### The metal 2 layer, run 1

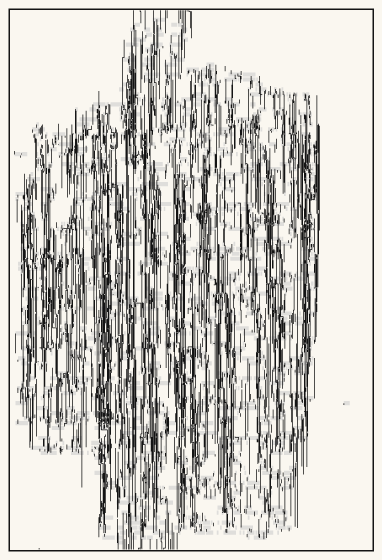
### The metal 3 layer, run 1

Bar = 50 microns.
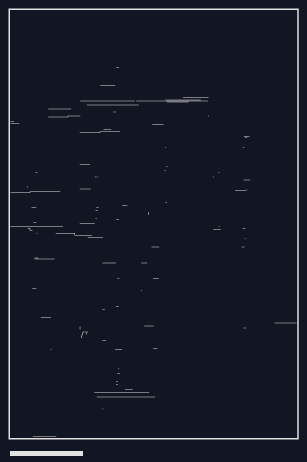
### Placement view, run 1

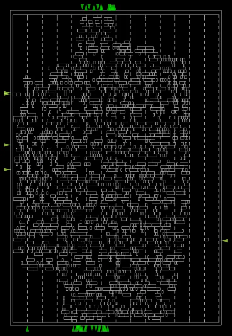
### Placement by cell class, run 1

Fill, decap, tap and diode cells in grey.
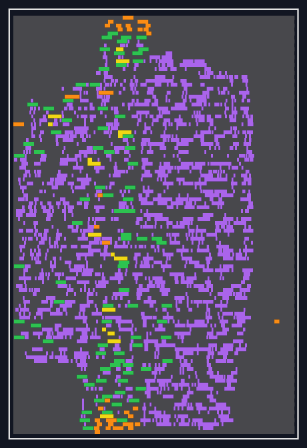
===== src/rtl/pe_pkg.sv =====
// Shared definitions for the parameterised processing element: mode encodings
// and the unsigned saturation helper used on every result path.
package pe_pkg;

    typedef enum logic [1:0] {
        MODE_CONV = 2'd0,
        MODE_DOT  = 2'd1,
        MODE_LOAD = 2'd2,
        MODE_IDLE = 2'd3
    } pe_mode_e;

    // Wide enough for any legal accumulator; callers zero-extend into it.
    localparam int SAT_W = 64;

    // Clamp an unsigned value to the largest data_w-bit code.
    function automatic logic [SAT_W-1:0] sat(input logic [SAT_W-1:0] val,
                                             input int unsigned      data_w);
        logic [SAT_W-1:0] max_val;
        max_val = (SAT_W'(1) << data_w) - SAT_W'(1);
        return (val > max_val) ? max_val : val;
    endfunction

endpackage


===== src/rtl/pe_param_if.sv =====
// Data/control bundle of one processing element; the master drives samples and
// mode, the slave (the PE) returns forwarded copies and the saturated result.
interface pe_param_if #(parameter int DATA_W = 8);

    logic              activate;
    logic [1:0]        mode_i;
    logic [DATA_W-1:0] pe_in;
    logic [DATA_W-1:0] pe_filter;
    logic [DATA_W-1:0] pe_in_o;
    logic              activate_o;
    logic [DATA_W-1:0] pe_out;
    logic              out_valid;

    modport master (
        output activate, mode_i, pe_in, pe_filter,
        input  pe_in_o, activate_o, pe_out, out_valid
    );

    modport slave (
        input  activate, mode_i, pe_in, pe_filter,
        output pe_in_o, activate_o, pe_out, out_valid
    );

endinterface


===== src/rtl/pe_dot_unit.sv =====
// Combinational TAPS-wide multiply-add of window against filter, evaluated at
// full accumulator width so no partial sum can overflow.
module pe_dot_unit #(
    parameter int DATA_W = 8,
    parameter int TAPS   = 3,
    parameter int ACC_W  = 20
) (
    input  logic [TAPS-1:0][DATA_W-1:0] window,
    input  logic [TAPS-1:0][DATA_W-1:0] filter,
    output logic [ACC_W-1:0]            sum
);

    always_comb begin
        sum = '0;
        for (int i = 0; i < TAPS; i++) begin
            sum = sum + ACC_W'(window[i]) * ACC_W'(filter[i]);
        end
    end

endmodule


===== src/rtl/pe_param.sv =====
// Parameterised PE: loads filter taps, then runs a sliding-window convolution
// or a streamed dot product; results are saturated to DATA_W and registered.
module pe_param
    import pe_pkg::*;
#(
    parameter int DATA_W = 8,
    parameter int TAPS   = 3,
    parameter int ACC_W  = 20
) (
    input  logic         clk,
    input  logic         rst,
    pe_param_if.slave    bus
);

    localparam int IDX_W = $clog2(TAPS);
    localparam int CNT_W = $clog2(TAPS + 1);

    typedef logic [TAPS-1:0][DATA_W-1:0] taps_t;

    taps_t              filter_q, filter_d;
    taps_t              window_q, window_d;
    taps_t              window_shift;
    logic [IDX_W-1:0]   load_idx_q, load_idx_d, load_eff;
    logic [IDX_W-1:0]   dot_idx_q, dot_idx_d, dot_eff;
    logic [CNT_W-1:0]   fill_q, fill_d, fill_eff;
    logic [ACC_W-1:0]   acc_q, acc_d, acc_eff;
    logic [ACC_W-1:0]   conv_sum, dot_prod, dot_sum;
    pe_mode_e           mode_q, mode_d, mode_in;
    logic               switching;
    logic [DATA_W-1:0]  pe_out_q, pe_out_d, pe_in_o_q;
    logic               out_valid_q, out_valid_d, activate_o_q;

    assign mode_in   = pe_mode_e'(bus.mode_i);
    assign switching = (mode_in != mode_q);

    // A mode change restarts every sequence counter without touching taps/window.
    assign load_eff = switching ? '0 : load_idx_q;
    assign dot_eff  = switching ? '0 : dot_idx_q;
    assign fill_eff = switching ? '0 : fill_q;
    assign acc_eff  = switching ? '0 : acc_q;

    // Newest sample enters at the top; index 0 stays the oldest.
    assign window_shift = {bus.pe_in, window_q[TAPS-1:1]};

    pe_dot_unit #(
        .DATA_W (DATA_W),
        .TAPS   (TAPS),
        .ACC_W  (ACC_W)
    ) u_dot_unit (
        .window (window_shift),
        .filter (filter_q),
        .sum    (conv_sum)
    );

    assign dot_prod = ACC_W'(bus.pe_in) * ACC_W'(filter_q[dot_eff]);
    assign dot_sum  = acc_eff + dot_prod;

    always_comb begin
        // NOTE: every output of this block is given a default first, so no
        // path through the case statements can leave a value stored (a latch).
        filter_d    = filter_q;
        window_d    = window_q;
        load_idx_d  = load_idx_q;
        dot_idx_d   = dot_idx_q;
        fill_d      = fill_q;
        acc_d       = acc_q;
        mode_d      = mode_q;
        pe_out_d    = pe_out_q;
        out_valid_d = 1'b0;

        if (bus.activate) begin
            mode_d = mode_in;
            if (mode_in != MODE_IDLE) begin
                load_idx_d = load_eff;
                dot_idx_d  = dot_eff;
                fill_d     = fill_eff;
                acc_d      = acc_eff;
            end

            unique case (mode_in)
                MODE_LOAD: begin
                    filter_d[load_eff] = bus.pe_filter;
                    load_idx_d = (load_eff == IDX_W'(TAPS - 1)) ? '0 : load_eff + IDX_W'(1);
                end
                MODE_CONV: begin
                    window_d = window_shift;
                    fill_d   = (fill_eff == CNT_W'(TAPS)) ? fill_eff : fill_eff + CNT_W'(1);
                    if (fill_d == CNT_W'(TAPS)) begin
                        pe_out_d    = DATA_W'(sat(SAT_W'(conv_sum), DATA_W));
                        out_valid_d = 1'b1;
                    end
                end
                MODE_DOT: begin
                    if (dot_eff == IDX_W'(TAPS - 1)) begin
                        pe_out_d    = DATA_W'(sat(SAT_W'(dot_sum), DATA_W));
                        out_valid_d = 1'b1;
                        acc_d       = '0;
                        dot_idx_d   = '0;
                    end else begin
                        acc_d     = dot_sum;
                        dot_idx_d = dot_eff + IDX_W'(1);
                    end
                end
                default: ;
            endcase
        end
    end

    // NOTE: state registers use non-blocking assignments so every flop samples
    // the pre-edge values regardless of statement order.
    always_ff @(posedge clk) begin
        if (rst) begin
            // NOTE: tap and window storage is cleared here because a DOT right
            // after reset must see zero coefficients, not stale data.
            filter_q     <= '0;
            window_q     <= '0;
            load_idx_q   <= '0;
            dot_idx_q    <= '0;
            fill_q       <= '0;
            acc_q        <= '0;
            mode_q       <= MODE_IDLE;
            pe_out_q     <= '0;
            out_valid_q  <= 1'b0;
            pe_in_o_q    <= '0;
            activate_o_q <= 1'b0;
        end else begin
            filter_q     <= filter_d;
            window_q     <= window_d;
            load_idx_q   <= load_idx_d;
            dot_idx_q    <= dot_idx_d;
            fill_q       <= fill_d;
            acc_q        <= acc_d;
            mode_q       <= mode_d;
            pe_out_q     <= pe_out_d;
            out_valid_q  <= out_valid_d;
            pe_in_o_q    <= bus.pe_in;
            activate_o_q <= bus.activate;
        end
    end

    assign bus.pe_out     = pe_out_q;
    assign bus.out_valid  = out_valid_q;
    assign bus.pe_in_o    = pe_in_o_q;
    assign bus.activate_o = activate_o_q;

endmodule


===== src/flat_wrapper.sv =====
// flat-port wrapper written by rule: the top's interface ports become plain ports
module pe_param_flat import pe_pkg::*;
#(
    parameter int DATA_W = 8,
    parameter int TAPS   = 3,
    parameter int ACC_W  = 20
)
  (clk, rst, bus_activate, bus_mode_i, bus_pe_in, bus_pe_filter, bus_pe_in_o, bus_activate_o, bus_pe_out, bus_out_valid);
  pe_param_if #(.DATA_W(DATA_W)) bus_i ();
  input  logic clk;
  input  logic rst;
  input wire logic [$bits(bus_i.activate)-1:0] bus_activate;
  input wire logic [$bits(bus_i.mode_i)-1:0] bus_mode_i;
  input wire logic [$bits(bus_i.pe_in)-1:0] bus_pe_in;
  input wire logic [$bits(bus_i.pe_filter)-1:0] bus_pe_filter;
  output wire logic [$bits(bus_i.pe_in_o)-1:0] bus_pe_in_o;
  output wire logic [$bits(bus_i.activate_o)-1:0] bus_activate_o;
  output wire logic [$bits(bus_i.pe_out)-1:0] bus_pe_out;
  output wire logic [$bits(bus_i.out_valid)-1:0] bus_out_valid;
  assign bus_i.activate = bus_activate;
  assign bus_i.mode_i = bus_mode_i;
  assign bus_i.pe_in = bus_pe_in;
  assign bus_i.pe_filter = bus_pe_filter;
  assign bus_pe_in_o = bus_i.pe_in_o;
  assign bus_activate_o = bus_i.activate_o;
  assign bus_pe_out = bus_i.pe_out;
  assign bus_out_valid = bus_i.out_valid;
  pe_param #(.DATA_W(DATA_W), .TAPS(TAPS), .ACC_W(ACC_W)) u_core (.clk(clk), .rst(rst), .bus(bus_i));
endmodule

===== config.mk =====
export PLATFORM = sky130hd
export DESIGN_NAME = pe_param_flat
export DESIGN_NICKNAME = d
export VERILOG_FILES = /design/src/rtl/pe_pkg.sv /design/src/rtl/pe_param_if.sv /design/src/rtl/pe_dot_unit.sv /design/src/rtl/pe_param.sv /design/src/flat_wrapper.sv
export SDC_FILE = /design/constraint.sdc
export NUM_CORES = 1
export LEC_CHECK = 0
export ABC_AREA = 1
export CAP_MARGIN = 15
export CORE_ASPECT_RATIO = 1.5
export CORE_MARGIN = 2
export CORE_UTILIZATION = 25
export DETAILED_ROUTE_END_ITERATION = 8
export GPL_ROUTABILITY_DRIVEN = 0
export GPL_TIMING_DRIVEN = 0
export PLACE_DENSITY = 0.38
export REMOVE_ABC_BUFFERS = 1
export SYNTH_ARGS = -nofsm -noshare
export SYNTH_HDL_FRONTEND = slang
export SYNTH_SLANG_ARGS = --single-unit

===== constraint.sdc =====
create_clock -name clk -period 13.14 [get_ports clk]
set_input_delay 1.314 -clock clk [delete_from_list [all_inputs] [get_ports clk]]
set_output_delay 1.314 -clock clk [all_outputs]
set_load 0.005 [all_outputs]

==> run notes, run 1 <==
Synthesis and PnR results.

- The detailed-routed wire length on met2 is 26600 microns.
- At the floorplan stage, the core utilization is reported as 0.253.
- The total cells reported by yosys after synthesis reads 1962.
- The logic gate fraction of the total cell area is 0.639.
- The TritonCTS sink count is 86.
- The power density relative to cell area is 59.7 nW/um^2.
- The cell kind with the greatest summed area is combinational gates.
- The floorplan step defined a die boundary enclosing 58400 sq um.
- The worst slack at placement is 4.32 ns.
- The detailed-route wire length per cell is 16.5 microns.
- The H-tree depth is 3.
- The worst hold path endpoint reads u_core.bus.pe_out[7].
- The vertical die size reads 295 microns.
- The CTS clock-pin slew for the worst setup and hold paths is 0.06 ns.
- The flow ran to the end, and the final reports show no timing, DRC or antenna violations.
- The met1 layer usage reported by global route reads 0.156.
- In this run, distinct cell masters in the synthesized netlist total 35.
- The clock passes through at most 2 buffers.
- The worst register-to-register path depth is 26.
- The path category of the worst min-delay check is reg -> reg.
- Warnings raised by the tools during the run amount to 27.
- The final route contains 11600 vias.
- According to the timing report, the critical path is launched from bus_pe_in[3].
- Counting instances in the post-synthesis netlist gives the leading cell types as 565 x sky130_fd_sc_hd__inv_1, 456 x sky130_fd_sc_hd__nand2_1, 211 x sky130_fd_sc_hd__fa_1.
- The flow reports an fmax of 119 MHz.
- The total wirelength of the detailed-routed design is 44600 microns.
- The number of slew-limit violations in the final report is 0.
- Measured on the final layout, the clock distribution area share stands at 0.0190.
- The combinational share of power reads 0.394.
- The half-perimeter wire length after placement is 37800 microns.
- The register with the most flip-flops in the layout has 24 of them.
- The type of element capturing the critical path reads a register.
- After synthesis, the cell types taking the most area are sky130_fd_sc_hd__fa_1 30%, sky130_fd_sc_hd__inv_1 15%, sky130_fd_sc_hd__ha_1 12%.
Back to the opening pictures, 'The metal 2 layer':
share of all routed wire: 60%
wire length on this layer: 26.6 mm
longest straight run: 161 microns
main direction: vertical
nets with wire on the layer: 1852

Back to the opening pictures, 'The metal 3 layer':
share of all routed wire: 1.5%
main direction: horizontal
wire length on this layer: 652 microns
nets with wire on the layer: 49

Back to the opening pictures, 'Placement view':
flop share of the area: 0.111
Tapcells: 756
final sequential cell count: 86
Floorplan Core Area: 55800 sq um

Back to the opening pictures, 'Placement by cell class':
[yellow] clock drivers and dummy loads | cells: 16 | share of their area: 2.0%
[purple] combinational and other logic | cells: 1802 | share of their area: 83%
[green] flops | cells: 86 | share of their area: 12%
[orange] other buffers and delay cells | cells: 41 | share of their area: 3.1%

### Nets reached from selected ports, run 1

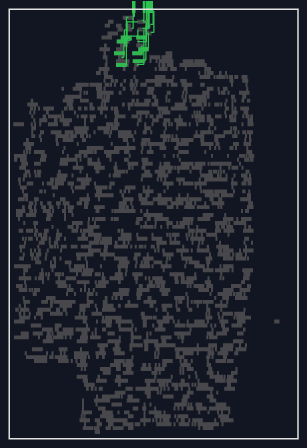

--- run 2 (diff from run 1) ---
Settings changed: PLACE_DENSITY 0.38 to 0.39.
Clock period 13.14 ns to 7.2 ns, I/O delays scaled along.
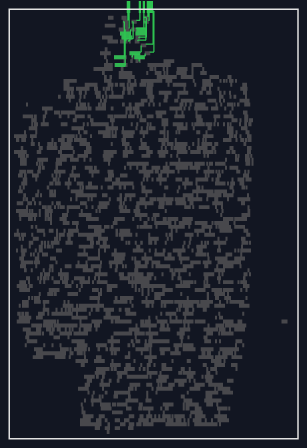
*Nets reached from selected ports, run 2*
[green] bus_pe_out | bits: 8 | direction: output | edge: top | end cells: 8 | wire: 264 microns

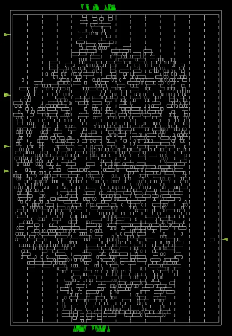
*Placement view, run 2*
flop share of the area: 0.110
Post-Route Utilization: 0.279

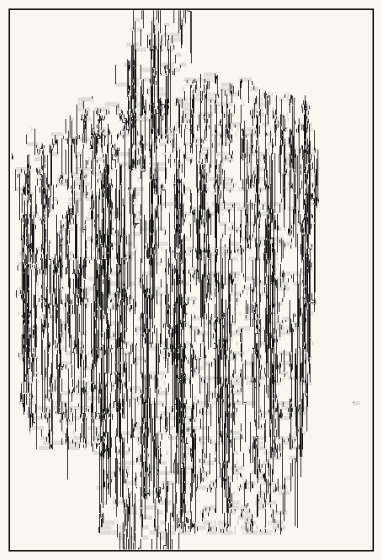
*The metal 2 layer, run 2*
share of all routed wire: 59%
main direction: vertical
wire length on this layer: 26.2 mm
nets with wire on the layer: 1838
longest straight run: 161 microns

==> run 2 against run 1 <==
First-iteration DRC count down 1.1%. Critical endpoint unchanged. Area after synthesis unchanged. Largest cell class unchanged. Clock skew up 0.0020 ns. Sequential share of layout area about the same. Critical path type unchanged. Cell count unchanged.
==> run notes, run 2 <==
Synthesis and PnR results.

- The met1 layer usage reported by global route reads 0.155 (-0.000882).
- The worst slack at placement reads -1.05 ns (-5.37 ns).
- The tally of OpenROAD warnings reads 28 (+3.7%).
- The fmax is 146 MHz.
- The pre-placement core utilization reads 0.253 (unchanged).
- The number of cell instances on the worst register-to-register path reads 24 (-7.7%).
- The type of element capturing the critical path is a register.
- The path class of the tightest hold or removal check is reg -> reg.
- The detailed-routed wire length on met2 is 26200 microns (-1.7%).
- The cell kind with the greatest summed area reads combinational gates.
- The number of slew-limit violations in the final report came to 0 (unchanged).
- The combinational share of power is 0.374 (-0.020).
- The total wirelength of the detailed-routed design is 44400 microns (-0.46%).
- The total number of vias is 11600 (+0.060%).
- In the hold report, the worst path ends at u_core.bus.pe_out[4].
- The half-perimeter wire length after placement reads 37400 microns (-0.96%).
- According to the timing report, the critical path is launched from bus_pe_in[5].
- The synthesis run shows the most used standard cells to be 565 x sky130_fd_sc_hd__inv_1, 456 x sky130_fd_sc_hd__nand2_1, 211 x sky130_fd_sc_hd__fa_1.
- The total cells reported by yosys after synthesis is 1962 (unchanged).
- The number of distinct library cell variants in the gate-level netlist after synthesis is 35 (unchanged).
- The detailed-route wire length per cell is 16.4 microns (-0.46%).
- The total die size came to 58400 sq um (unchanged).
- The synthesis report lists the most area-consuming cells as sky130_fd_sc_hd__fa_1 30%, sky130_fd_sc_hd__inv_1 15%, sky130_fd_sc_hd__ha_1 12%.
- The number of flip-flops and latches was 86 (unchanged).
- The number of well taps was 756 (unchanged).
- The logic gate fraction of the total cell area is 0.638 (-0.000788).
- The run finished with clean final reports.
- The maximum root-to-sink buffer count reads 2 (unchanged).
- The power density relative to cell area reads 115 nW/um^2 (+93%).
- The vertical die size is 295 microns (unchanged).
- The TritonCTS sink count came to 86 (unchanged).
- The number of flip-flops under the largest register name is 24 (unchanged).
- The CTS clock-pin slew for the worst setup and hold paths reads 0.06 ns (about the same).
Power is estimated from default activity; no workload was simulated.
